===== src/rtl/pwm_mixer_n.sv =====
// -----------------------------------------------------------------------------
// pwm_mixer_n
//   Mixes the duty words of up to eight waveform generators into a single
//   glitch-free PWM output. Enabled channel duties are summed, scaled
//   according to the mixing mode, and handed to the PWM stage. The PWM stage
//   only picks up a new duty on the last count of a period, so the pulse is
//   never cut short or split.
//
// Parameters
//   NUM_CH  number of input channels (1..8)
//   DUTY_W  duty word width; one PWM period is 2**DUTY_W sysclk cycles
//
// Ports
//   sysclk        in   system clock, all logic on the rising edge
//   reset         in   synchronous active-high reset
//   ch_duty       in   packed channel duties, channel i at [i*DUTY_W +: DUTY_W]
//   ch_en         in   per-channel enable, a disabled channel contributes 0
//   mode          in   0/3 normalise by enabled count, 1 saturate, 2 wrap
//   pulse         out  registered PWM output
//   period_start  out  one-cycle strobe on the first cycle of every period
//   sat_flag      out  high for the whole period whose duty was clipped/wrapped
// -----------------------------------------------------------------------------
module pwm_mixer_n #(
  parameter int NUM_CH = 4,
  parameter int DUTY_W = 6
) (
  input  logic                     sysclk,
  input  logic                     reset,
  input  logic [NUM_CH*DUTY_W-1:0] ch_duty,
  input  logic [NUM_CH-1:0]        ch_en,
  input  logic [1:0]               mode,
  output logic                     pulse,
  output logic                     period_start,
  output logic                     sat_flag
);

  // Sum width leaves room for every channel at full scale, so it never overflows.
  localparam int SUM_W = DUTY_W + $clog2(NUM_CH);
  localparam int EN_W  = $clog2(NUM_CH + 1);

  localparam logic [SUM_W-1:0]  DUTY_MAX = SUM_W'((1 << DUTY_W) - 1);
  localparam logic [DUTY_W-1:0] CNT_LAST = {DUTY_W{1'b1}};

  // Normalising shift = ceil(log2(enabled channels)); 0 or 1 channel needs none.
  function automatic logic [1:0] norm_shift(input logic [3:0] cnt);
    logic [1:0] sh;
    if (cnt <= 4'd1) begin
      sh = 2'd0;
    end else if (cnt == 4'd2) begin
      sh = 2'd1;
    end else if (cnt <= 4'd4) begin
      sh = 2'd2;
    end else begin
      sh = 2'd3;
    end
    return sh;
  endfunction

  logic [SUM_W-1:0]  sum_q,         sum_d;
  logic [EN_W-1:0]   en_cnt_q,      en_cnt_d;
  logic [DUTY_W-1:0] duty_next_q,   duty_next_d;
  logic              clip_next_q,   clip_next_d;
  logic [DUTY_W-1:0] counter_q,     counter_d;
  logic [DUTY_W-1:0] duty_active_q, duty_active_d;
  logic              clip_active_q, clip_active_d;
  logic              pulse_q,       pulse_d;
  logic              period_start_q, period_start_d;
  logic              sat_flag_q,    sat_flag_d;
  logic [SUM_W-1:0]  shifted_s;

  // Stage 1: masked sum of enabled duties and count of enabled channels.
  // Disabled channels are never read, so X on their duty cannot leak in.
  always_comb begin
    sum_d    = {SUM_W{1'b0}};
    en_cnt_d = {EN_W{1'b0}};
    for (int i = 0; i < NUM_CH; i++) begin
      if (ch_en[i]) begin
        sum_d    = sum_d + SUM_W'(ch_duty[i*DUTY_W +: DUTY_W]);
        en_cnt_d = en_cnt_d + EN_W'(1);
      end else begin
        sum_d    = sum_d;
        en_cnt_d = en_cnt_d;
      end
    end
  end

  // Stage 2: scale the sum into a duty word according to the mixing mode.
  always_comb begin
    shifted_s   = sum_q >> norm_shift(4'(en_cnt_q));
    duty_next_d = {DUTY_W{1'b0}};
    clip_next_d = 1'b0;
    case (mode)
      2'd1: begin
        if (sum_q > DUTY_MAX) begin
          duty_next_d = CNT_LAST;
          clip_next_d = 1'b1;
        end else begin
          duty_next_d = sum_q[DUTY_W-1:0];
          clip_next_d = 1'b0;
        end
      end
      2'd2: begin
        duty_next_d = sum_q[DUTY_W-1:0];
        clip_next_d = (sum_q > DUTY_MAX);
      end
      default: begin
        // Modes 0 and 3: normalise, clamping only if the shift was not enough.
        if (shifted_s > DUTY_MAX) begin
          duty_next_d = CNT_LAST;
          clip_next_d = 1'b1;
        end else begin
          duty_next_d = shifted_s[DUTY_W-1:0];
          clip_next_d = 1'b0;
        end
      end
    endcase
  end

  // PWM stage: free-running counter, duty latched only on the final count.
  always_comb begin
    counter_d = counter_q + DUTY_W'(1);
    if (counter_q == CNT_LAST) begin
      duty_active_d = duty_next_q;
      clip_active_d = clip_next_q;
    end else begin
      duty_active_d = duty_active_q;
      clip_active_d = clip_active_q;
    end
    pulse_d        = (counter_q < duty_active_q);
    period_start_d = (counter_q == {DUTY_W{1'b0}});
    sat_flag_d     = clip_active_q;
  end

  // State registers with synchronous reset.
  always_ff @(posedge sysclk) begin
    if (reset) begin
      sum_q          <= {SUM_W{1'b0}};
      en_cnt_q       <= {EN_W{1'b0}};
      duty_next_q    <= {DUTY_W{1'b0}};
      clip_next_q    <= 1'b0;
      counter_q      <= {DUTY_W{1'b0}};
      duty_active_q  <= {DUTY_W{1'b0}};
      clip_active_q  <= 1'b0;
      pulse_q        <= 1'b0;
      period_start_q <= 1'b0;
      sat_flag_q     <= 1'b0;
    end else begin
      sum_q          <= sum_d;
      en_cnt_q       <= en_cnt_d;
      duty_next_q    <= duty_next_d;
      clip_next_q    <= clip_next_d;
      counter_q      <= counter_d;
      duty_active_q  <= duty_active_d;
      clip_active_q  <= clip_active_d;
      pulse_q        <= pulse_d;
      period_start_q <= period_start_d;
      sat_flag_q     <= sat_flag_d;
    end
  end

  assign pulse        = pulse_q;
  assign period_start = period_start_q;
  assign sat_flag     = sat_flag_q;

endmodule

===== config.mk =====
export PLATFORM = sky130hd
export DESIGN_NAME = pwm_mixer_n
export DESIGN_NICKNAME = d
export VERILOG_FILES = /design/src/rtl/pwm_mixer_n.sv
export SDC_FILE = /design/constraint.sdc
export NUM_CORES = 1
export LEC_CHECK = 0
export CORE_UTILIZATION = 51
export CTS_CLUSTER_SIZE = 24
export DETAILED_ROUTE_END_ITERATION = 7
export PLACE_DENSITY = 0.87
export SKIP_CTS_REPAIR_TIMING = 1
export SYNTH_ARGS = -nofsm -noshare
export SYNTH_HDL_FRONTEND = slang
export SYNTH_SLANG_ARGS = --single-unit

===== constraint.sdc =====
create_clock -name sysclk -period 5.24 [get_ports sysclk]
set_input_delay 1.572 -clock sysclk [delete_from_list [all_inputs] [get_ports sysclk]]
set_output_delay 1.572 -clock sysclk [all_outputs]
set_load 0.01 [all_outputs]

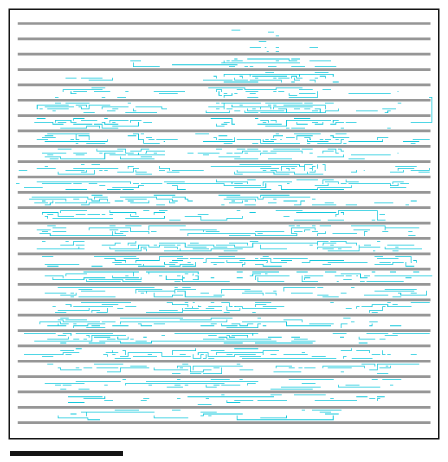
run_1/met1.png
Bar = 20 microns. Supply wires on this layer in gray.
- share of all routed wire: 40%
- longest straight run: 22.1 microns
met1 usage: 26.6%
post-detailed-routing wire length: 6970 microns
count of vias placed by the detailed router: 2763

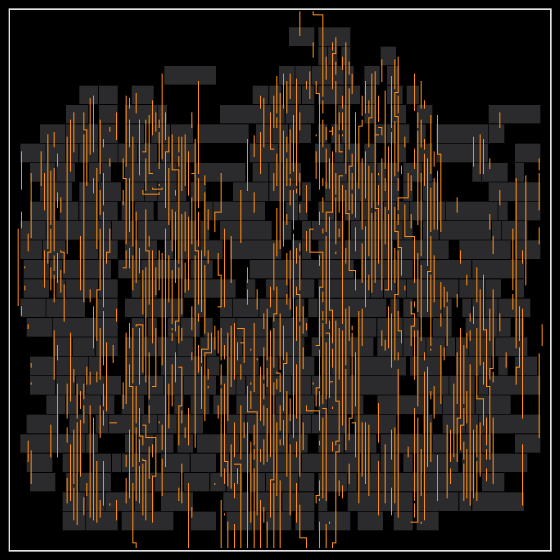
run_1/met2.png
Cells faint in the background.
- wire length on this layer: 3600 microns
- nets with wire on the layer: 403
global routing met2 resource utilization: 44.1%

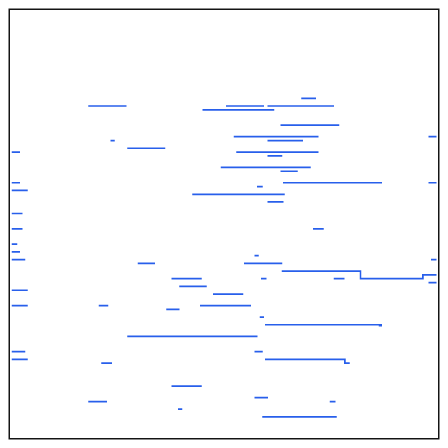
run_1/met3.png
- longest straight run: 22.8 microns
- main direction: horizontal
- share of all routed wire: 4.7%
- wire length on this layer: 329 microns
- nets with wire on the layer: 43

==> summary.txt, run 1 <==
Implementation results.

Along the worst path, the maximum fanout reaches 4. The clock tree buffer depth is 2. The highest routed metal layer is met4. The via count of the first global-routing pass is 2493. According to the floorplan report, the die height is 75.8 microns. Synthesis produced a netlist whose cell count is 347. Relative to the synthesized area, the layout overhead comes to 34.4%. Sorting the synthesized cells by how often they occur yields sky130_fd_sc_hd__nor2_1 (35), sky130_fd_sc_hd__dfxtp_1 (34), sky130_fd_sc_hd__nand2_1 (31), sky130_fd_sc_hd__ha_1 (30), sky130_fd_sc_hd__inv_1 (19). Sequential cells were found to cover 24.5% of the synthesized design area. The total of endpoints with negative setup slack in the final report is 0.

The share of flip-flops with an asynchronous set or reset after synthesis is 0%. The worst hold margin is 0.460 ns. The average instance in the mapped netlist occupies 8.01 sq um. After filler insertion, the fill cell instance count of the layout stands at 376.

The synthesized netlist devotes 5.36% of its cell area to XOR and XNOR gates. The horizontal die dimension reported for this design is 75.8 microns. The class of the tightest hold or removal check is reg2reg. The first-pass GRT wire length is 10600 microns. The count of nets after finishing is 478. In the routed layout, each cell is associated on average with a via count of 5.72. For reference, the placement row count at floorplan is 26. During placement, the flow inserted port buffers numbering 34. The detailed placement HPWL is 4980 microns. The most common flop cell mapped by yosys is sky130_fd_sc_hd__dfxtp_1. In the final report, the number of pins over their slew limit comes to 0. The most frequently placed logic cell in the final layout is sky130_fd_sc_hd__buf_4. For reference, the top cells by area after synthesis are sky130_fd_sc_hd__dfxtp_1 (24%), sky130_fd_sc_hd__ha_1 (14%), sky130_fd_sc_hd__mux2i_1 (5.0%). The congestion estimate from routability-driven global placement came to 0.929.

After global routing the overflow that remains totals 0. In this run the remaining antenna-violating nets after routing total 0. The multiplexer fraction of the synthesized cell area is 7.07%. For this design the ratio of total power to cell area is 258 nW/um^2.

For met3 alone, demand over resource in global routing was 5.03%. The synthesized-area fraction occupied by adder cells is 15.7%. The final routed wire length divided by cell count is 14.4 microns. The cell area that synthesis handed to floorplanning was 2780 sq um.

The post-synthesis cell type with the largest combined area is sky130_fd_sc_hd__dfxtp_1. The number of violations of the max-capacitance limit is 0. The worst setup slack after placement is -0.492 ns.

The most congested layer reported by global routing is met2. The H-tree generated during clock tree synthesis spans 2 levels. The worst setup slack for register-to-register paths is 3.47 ns. The required time at the worst endpoint is listed as 5.45 ns. The number of antenna violations at the first check in global routing is 0. The skew report gives the latency at the later pin of the worst-skew pair as 0.28 ns.

The highest attainable clock frequency is 194 MHz. The number of clock buffers inserted by TritonCTS is 5. In this run the most critical hold path is launched from counter_q[0].

The placement-stage cell area is 3400 sq um. For the finished layout, the period the worst path requires is 5.15 ns. The number of standard cells in the layout, taps in and fillers out is 483. For reference, compound AND-OR and OR-AND cells occupy 20.9% of the area reported after synthesis. The buffer cell driving the clock tree root is sky130_fd_sc_hd__clkbuf_8. The worst setup path is launched from an input port.

The type of element capturing the critical path is a flip-flop. The synthesized design contains 0 enable-type register cells. The violation count after the first detailed-routing iteration is 230. The run finished with clean final reports. The area reported by Yosys stat is 2780 sq um.

The area of the core region is 5170 sq um.
-- run 1: power breakdown --
group | internal (uW) | switching [uW]
Clock | 152 | 89.6
Sequential | 284 | 30.3
Combinational | 211 | 197
Total | 647 | 317
-- run 1: layout make-up --
class                   count  area (sq um)  share of cell area (%)
repair buffers             72           636                    17.0
flip-flops and latches     34           681                    18.2
inverters                  20          75.1                    2.01
clock buffers               6          82.6                    2.21
clock inverters             1          30.0                   0.803
multi-input cells         280          2150                    57.4
well taps                  70          87.6                    2.34
-- run 1: registers in the layout, summed over array words and instances (netlist names) --
register / count
clip_active_q: 1
clip_next_q: 1
counter_q: 6
duty_active_q: 6
duty_next_q: 6
en_cnt_q: 3
period_start: 1
pulse: 1
sat_flag: 1
sum_q: 8
==> run 2, diff against run 1 <==
--- a/config.mk
+++ b/config.mk
@@ -5,6 +5,7 @@
 export SDC_FILE = /design/constraint.sdc
 export NUM_CORES = 1
 export LEC_CHECK = 0
+export CORE_ASPECT_RATIO = 1.1
 export CORE_UTILIZATION = 51
 export CTS_CLUSTER_SIZE = 24
 export DETAILED_ROUTE_END_ITERATION = 7
==> summary.txt, run 2 <==
Implementation results.

The run finished with clean final reports. Once detail routing completed, the nets flagged for antenna violations numbered 0. For met3 alone, demand over resource in global routing was 4.42%. Hold is met by 0.461 ns.

Input and output buffers added on the ports amount to 34. Total power normalized to cell area comes to 253 nW/um^2. The layout has 368 filler cells. The number of different library cells in the post-synthesis netlist is 54.

The worst setup path startpoint is ch_en[0]. The worst setup slack for register-to-register paths is 3.58 ns. The overall power is 944 uW. The transition time at the pin with the least slew margin is 0.654 ns. The global route total overflow is 0.

In this run, the synthesized area fraction spent on adder and majority cells is recorded as 15.7%. For the final database, setup skew stands at 0.00750 ns. Per the final report, max-transition violations number 0. The post-synthesis cell type with the largest combined area is sky130_fd_sc_hd__dfxtp_1. The chip occupies 5750 sq um.

Clock latency on the worst-skew pair, taken at its later pin, is 0.30 ns. Summing every instance area after synthesis gives 2780 sq um. The register with the most flip-flops in the layout has 8 of them.

The synthesis run shows multiplexers occupying 7.07% of the cell area. The clock network is responsible for 21.4% of the overall power. The largest driver fanout on the critical path is 4. In the routed layout, each cell is associated on average with a via count of 5.84. The routed wire length on met3 is 351 microns.

The final timing report lists a hold violation count of 0. For this run, the register share of the synthesized area comes to 24.5%. In this run the critical path is formed by dlymetal6s2s_1 -> and2_4 -> ha_4 -> inv_2 -> fa_2 -> nor2b_2 -> a21oi_1 -> o211ai_2 -> mux2i_1 -> or2_1 -> ha_4 -> o21ai_1 -> nor2_1 -> o21ai_1 -> o31a_1 -> ha_4 -> nor3_1 -> o21a_1 -> a21oi_2 -> a41oi_1 -> a311oi_1 -> a211oi_2. After routing the design area is 3730 sq um. Counting stages on the worst path, the most repeated cell is sky130_fd_sc_hd__ha_4. The final estimated routing congestion in global placement is 0.908. The startpoint type of the worst setup path is an input port. In the power breakdown, the internal column shows 613 uW. The largest individual stage delay along the critical path comes from the cell sky130_fd_sc_hd__fa_2. The area of the core region is 5130 sq um. The number of antenna violations at the first check in global routing came to 0. Counting instances in the post-synthesis netlist gives the leading cell types as sky130_fd_sc_hd__nor2_1 (35), sky130_fd_sc_hd__dfxtp_1 (34), sky130_fd_sc_hd__nand2_1 (31), sky130_fd_sc_hd__ha_1 (30), sky130_fd_sc_hd__inv_1 (19).

The library cells used most frequently in the layout, excluding fill and tap cells, are sky130_fd_sc_hd__buf_4 (41), sky130_fd_sc_hd__nor2_1 (34), sky130_fd_sc_hd__dfxtp_1 (34), sky130_fd_sc_hd__nand2_1 (29), sky130_fd_sc_hd__clkdlybuf4s50_1 (29). The die is 79.4 microns tall. Checking hold timing, the worst path is listed with class reg2reg.

The global routing usage summed across all routing layers is 25.0%. The aggregate negative setup slack is 0 ns. The sum of buffers and inverters on the critical path is 2. The register with the most flip-flops is sum_q. The highest attainable clock frequency is 195 MHz. After synthesis the netlist holds a flip-flop and latch count of 34. STA shows the worst min-delay path finishing at counter_q[0]. The flow reports that sequential cells draw 33.4% of the design power.

The worst register-to-register path has a depth of 5. Summing all placed instances gives a cell area of 3410 sq um. In the setup report, the worst path falls into the class in2reg. The worst setup path is captured at a flip-flop.

Per the timing report, the most critical flop-to-flop path originates at en_cnt_q[0]. The power report attributes to the combinational group a share of 45.2%. The detailed placement HPWL is 5140 microns. The total net switching power is 331 uW.

The worst setup slack after placement is -0.528 ns. The routed wirelength on the met1 layer is recorded as 2920 microns. The worst path required time is 5.46 ns. The area reported by Yosys stat is 2780 sq um. The synthesized netlist handed to floorplanning was reported with a cell count of 347. The share of flip-flops with an asynchronous set or reset after synthesis is 0%. The dominant delay contributor by cell family on the critical path is AND-OR/OR-AND gates. The count of cells along the worst hold path is 1. The area overhead of the layout relative to synthesis is 34.2%. The post-layout minimum cycle time is 5.12 ns. The level count of the clock H-tree is 2.

For this configuration, the core starts out at a cell density of 54.1%. The number of nets handed over by synthesis was 412. The post-synthesis share of cell area spent on xor and xnor gates is 5.36%. The total DRC errors in the routed layout is 0. The start point of the worst min-delay path is counter_q[0].

The worst register-to-register path ends at duty_next_q[0]. The commonest register cell is sky130_fd_sc_hd__dfxtp_1. The fraction of met2 tracks used by global routing is 47.3%. The data arrival time reported for the critical path is 5.35 ns. The area share of the largest cell type after synthesis is 24.5%. The violation count after the first detailed-routing iteration is 190.

The first global-routing pass estimated 11400 microns of wire. After synthesis, the cell types taking the most area are sky130_fd_sc_hd__dfxtp_1 (24%), sky130_fd_sc_hd__ha_1 (14%), sky130_fd_sc_hd__mux2i_1 (5.0%). The number of antenna cells inserted is 0. Per the OpenROAD floorplan log, the width of the die is 72.4 microns. The number of standard cells in the layout, taps in and fillers out is 490. The worst-case headroom to the max-slew limit is 56.3%. By instance count after routing, the leading logic cell type is sky130_fd_sc_hd__buf_4.

The buffer cell driving the clock tree root is sky130_fd_sc_hd__clkbuf_8. The fraction of power spent switching nets is 35.1%. The final worst setup slack is 0.116 ns. The total of endpoints with negative setup slack in the final report is 0. The final layout contains 482 nets. The run reported a max-capacitance violation count of 0. Per the detail_route log, met2 wirelength is 3970 microns.

The count of library flops with an enable pin is 0. The clock-pin slew reported for the worst setup and hold paths after clock tree synthesis is 0.07 ns. Signal routing reaches up to met4. The clock tree from TritonCTS is done. The number of clock buffers inserted by TritonCTS is 5.

The detailed-router iteration count before antenna repair is 5. For reference, the placement row count at floorplan is 27. The pin count of the biggest net entering global routing is 29. Summing the areas of all compound-gate instances in the mapped netlist gives 20.9% of the synthesized area.

The total number of cells along the worst setup path is 22. The total leakage power is 0.00159 uW. Per the CTS log, the buffer count on the longest clock path is 2. The critical path endpoint is sum_q[7]. In the finished design, the share of the clock period the worst path needs comes to 97.8%. The number of logged tool warnings is 31. The count of placed standard cells including taps is 474. The clock sink total is 34. The via count of the first global-routing pass is 2655. The most congested layer reported by global routing is met2. Per the Yosys statistics, synthesis produced 347 cells.

The largest incremental delay on the critical path is 0.39 ns. The warning tally printed by Yosys for this design is 0. By area, the combinational part of the netlist is dominated by simple AND/OR/NAND/NOR gates.

The synthesized area divided by synthesized cell count is 8.01 sq um. The most common cell in the synthesized netlist is sky130_fd_sc_hd__nor2_1. The count of pins on the block boundary is 35.
## run 2: cell counts after synthesis
No cell type changed its count.
## run 2: power by group through the flow
stage	Combinational (uW)	Sequential, uW	Clock, uW
after detailed placement	357	320	0
after floorplan	236	307	0
after CTS	361	314	206
after global routing	466	318	220
final	427	315	202
after global placement	342	318	0
## run 2: cell type report
class / instances / area, sq um / share of cell area (%)
clock inverter: 1 / 5.00 / 0.134
clock buffer: 7 / 86.3 / 2.31
timing repair buffer: 76 / 672 / 18.0
inverter: 20 / 75.1 / 2.01
sequential: 34 / 681 / 18.2
multi-input combinational: 280 / 2120 / 56.9
tap: 72 / 90.1 / 2.41
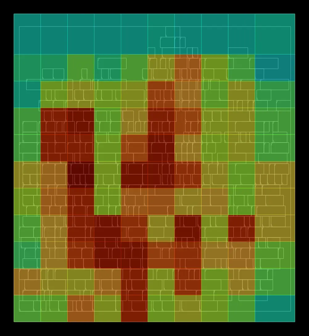
run_2/final_congestion.png
utilization after layout: 72.7%
mean routed wirelength per cell: 15.3 microns
met1 usage: 27.0%

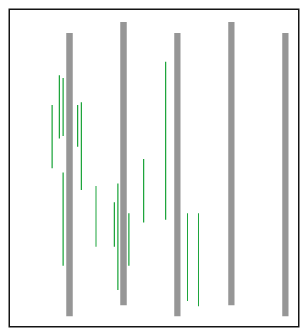
run_2/met4.png
Supply wires on this layer in gray.
- wire length on this layer: 266 microns
- share of all routed wire: 3.5%
- main direction: vertical
post-detailed-routing wire length: 7510 microns
count of vias placed by the detailed router: 2860

==> run 3, diff against run 2 <==
--- a/config.mk
+++ b/config.mk
@@ -6,10 +6,12 @@
 export NUM_CORES = 1
 export LEC_CHECK = 0
 export CORE_ASPECT_RATIO = 1.1
+export CORE_MARGIN = 4
 export CORE_UTILIZATION = 51
 export CTS_CLUSTER_SIZE = 24
 export DETAILED_ROUTE_END_ITERATION = 7
 export PLACE_DENSITY = 0.87
+export RECOVER_POWER = 25
 export SKIP_CTS_REPAIR_TIMING = 1
 export SYNTH_ARGS = -nofsm -noshare
 export SYNTH_HDL_FRONTEND = slang
==> summary.txt, run 3 <==
Implementation results.

The total routed wirelength is 7030 microns. By startpoint and endpoint, the worst setup path is classified as in2reg. Input and output buffers added on the ports amount to 34. For flop-to-flop paths, the worst setup slack is 3.48 ns. Based on the critical path, the design can be clocked at up to 198 MHz. After routing, the total negative slack on setup checks comes to 0 ns.

The met3 global-route usage is 3.50%. OpenSTA lists the critical path endpoint as sum_q[7]. Per the CTS log, the root buffer master is sky130_fd_sc_hd__clkbuf_8. The synthesized netlist has a Yosys-reported chip area of 2780 sq um. Summing the areas of all xor and xnor instances in the mapped netlist gives 5.36% of the synthesized area. The number of antenna cells inserted is 0. The largest register by flop count is sum_q. The worst setup slack after placement is -0.577 ns. The start point of the worst min-delay path is duty_next_q[4]. The most congested layer reported by global routing is met2. Per the synthesis report, the AND-OR/OR-AND share of the synthesized area is 20.9%. The number of clock buffers inserted by TritonCTS is 5. Per STA, the library cell used most along the worst path is sky130_fd_sc_hd__ha_4. For met1 alone, demand over resource in global routing was 22.9%. Multiplexer cells account for 7.07% of the synthesized area. For this sky-water flow run, the detailed-routed wirelength per cell is reported as 14.5 microns. Detailed routing placed a total of 3770 microns of wire on met2. Of all cell types, the one taking the most synthesized area is sky130_fd_sc_hd__dfxtp_1.

The worst-case max-slew headroom was logged as 51.9%. For this design the ratio of total power to cell area is 271 nW/um^2. Global routing consumed, over all layers together, 19.7% of the routing resources. In the global route stage, met2 resource usage came out at 37.6%. Per the OpenROAD power report, leakage power amounts to 0.00159 uW. The post-route clock skew is 0.00824 ns. The tool warning count for the run is 31. The total die size is 6700 sq um. The net count after synthesis is 412. The filler cell count in the final layout is 373.

The share of the core area taken by cells at floorplan is 54.1%. The number of flip-flops in the largest register is 8. In the post-route analysis, the smallest setup slack over all paths is 0.182 ns. The type of element capturing the critical path is a flip-flop. The placement summary gives the final routability congestion estimate as 0.973. The post-detailed-route via-to-cell ratio is 5.64. Yosys reports that the most numerous cell types are sky130_fd_sc_hd__nor2_1 (35), sky130_fd_sc_hd__dfxtp_1 (34), sky130_fd_sc_hd__nand2_1 (31), sky130_fd_sc_hd__ha_1 (30), sky130_fd_sc_hd__inv_1 (19). The number of standard cells in the layout, taps in and fillers out is 484.

The overall power is 1010 uW. Hold is met by 0.465 ns. Once detail routing completed, the nets flagged for antenna violations numbered 0.

In the final report, the number of endpoints failing setup comes to 0. The later pin in the worst-skew pair is clocked with a latency of 0.29 ns. The routed layout has 2729 vias. The clock tree buffer depth is 2. According to the floorplan report, the placeable core area is 5130 sq um. Once layout is complete, the utilization of the core stands at 72.7%. The timing report shows that the slowest cell on the worst path is sky130_fd_sc_hd__fa_2. The placement row count is 27.

After synthesis, the design contains 347 cells according to Yosys. Ranked by total cell area, the synthesized netlist is headed by sky130_fd_sc_hd__dfxtp_1 (24%), sky130_fd_sc_hd__ha_1 (14%), sky130_fd_sc_hd__mux2i_1 (5.0%). Summed over all nets, wire length on met3 after detailed routing comes to 286 microns. The dominant kind of combinational cell is simple AND/OR/NAND/NOR gates. The transition time at the pin with the least slew margin is 0.720 ns. The synthesis stats list as the most numerous cell sky130_fd_sc_hd__nor2_1. The count of library flops with an enable pin is 0. TritonCTS built the clock tree. Data arrives at the worst endpoint at 5.27 ns. After legalization and detailed placement, the total HPWL measured 4960 microns. The critical path goes through dlymetal6s2s_1 -> and2_4 -> ha_4 -> inv_2 -> fa_2 -> nand2b_1 -> a21oi_1 -> o211ai_2 -> mux2i_1 -> or2_1 -> ha_4 -> o21ai_0 -> nor2_1 -> o21ai_0 -> o31a_1 -> ha_4 -> o21ai_2 -> nand2_1 -> nand2_1 -> or3_4 -> a211oi_2. The report gives the cell count of the worst hold path as 2. The sum of buffers and inverters on the critical path is 2.

The run finished with clean final reports.
run 3: power by group:
part	switching [uW]	internal [uW]	total, uW
registers	29.8	284	314
logic	193	209	402
clock network	93.5	203	296
total	316	696	1010
run 3: final cells by class:
class / count / area, sq um / area share [%]
clock inverter: 2 / 60.1 / 1.61
timing repair buffer: 70 / 627 / 16.8
multi-input combinational: 280 / 2120 / 56.7
clock buffer: 6 / 82.6 / 2.21
tap: 72 / 90.1 / 2.41
sequential: 34 / 681 / 18.2
inverter: 20 / 75.1 / 2.01
run 3: tightest hold or removal path, cell delays in order (launching register included):
cell	delay [ns]
sky130_fd_sc_hd__dfxtp_1	0.31
sky130_fd_sc_hd__mux2i_1	0.06
sky130_fd_sc_hd__nor2_1	0.07
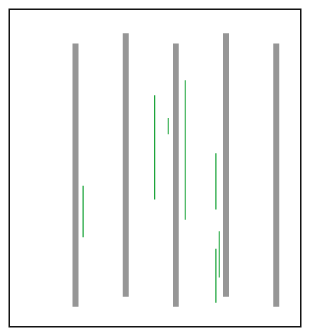
run_3/met4.png
Supply wires on this layer in gray.
- main direction: vertical
- share of all routed wire: 1.8%
- nets with wire on the layer: 7
- wire length on this layer: 124 microns

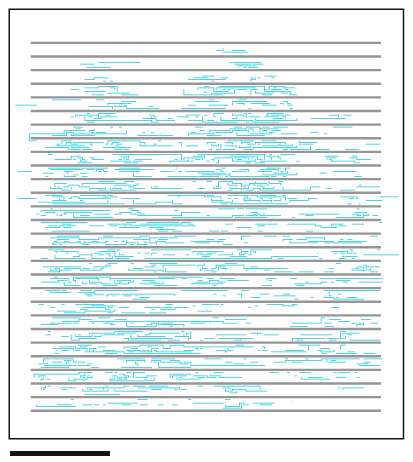
run_3/met1.png
Bar = 20 microns. Supply wires on this layer in gray.
- nets with wire on the layer: 437
- wire length on this layer: 2840 microns
- longest straight run: 26.7 microns
- main direction: horizontal
- share of all routed wire: 40%

No activity file was given, so power comes from the tool's default toggle rates.
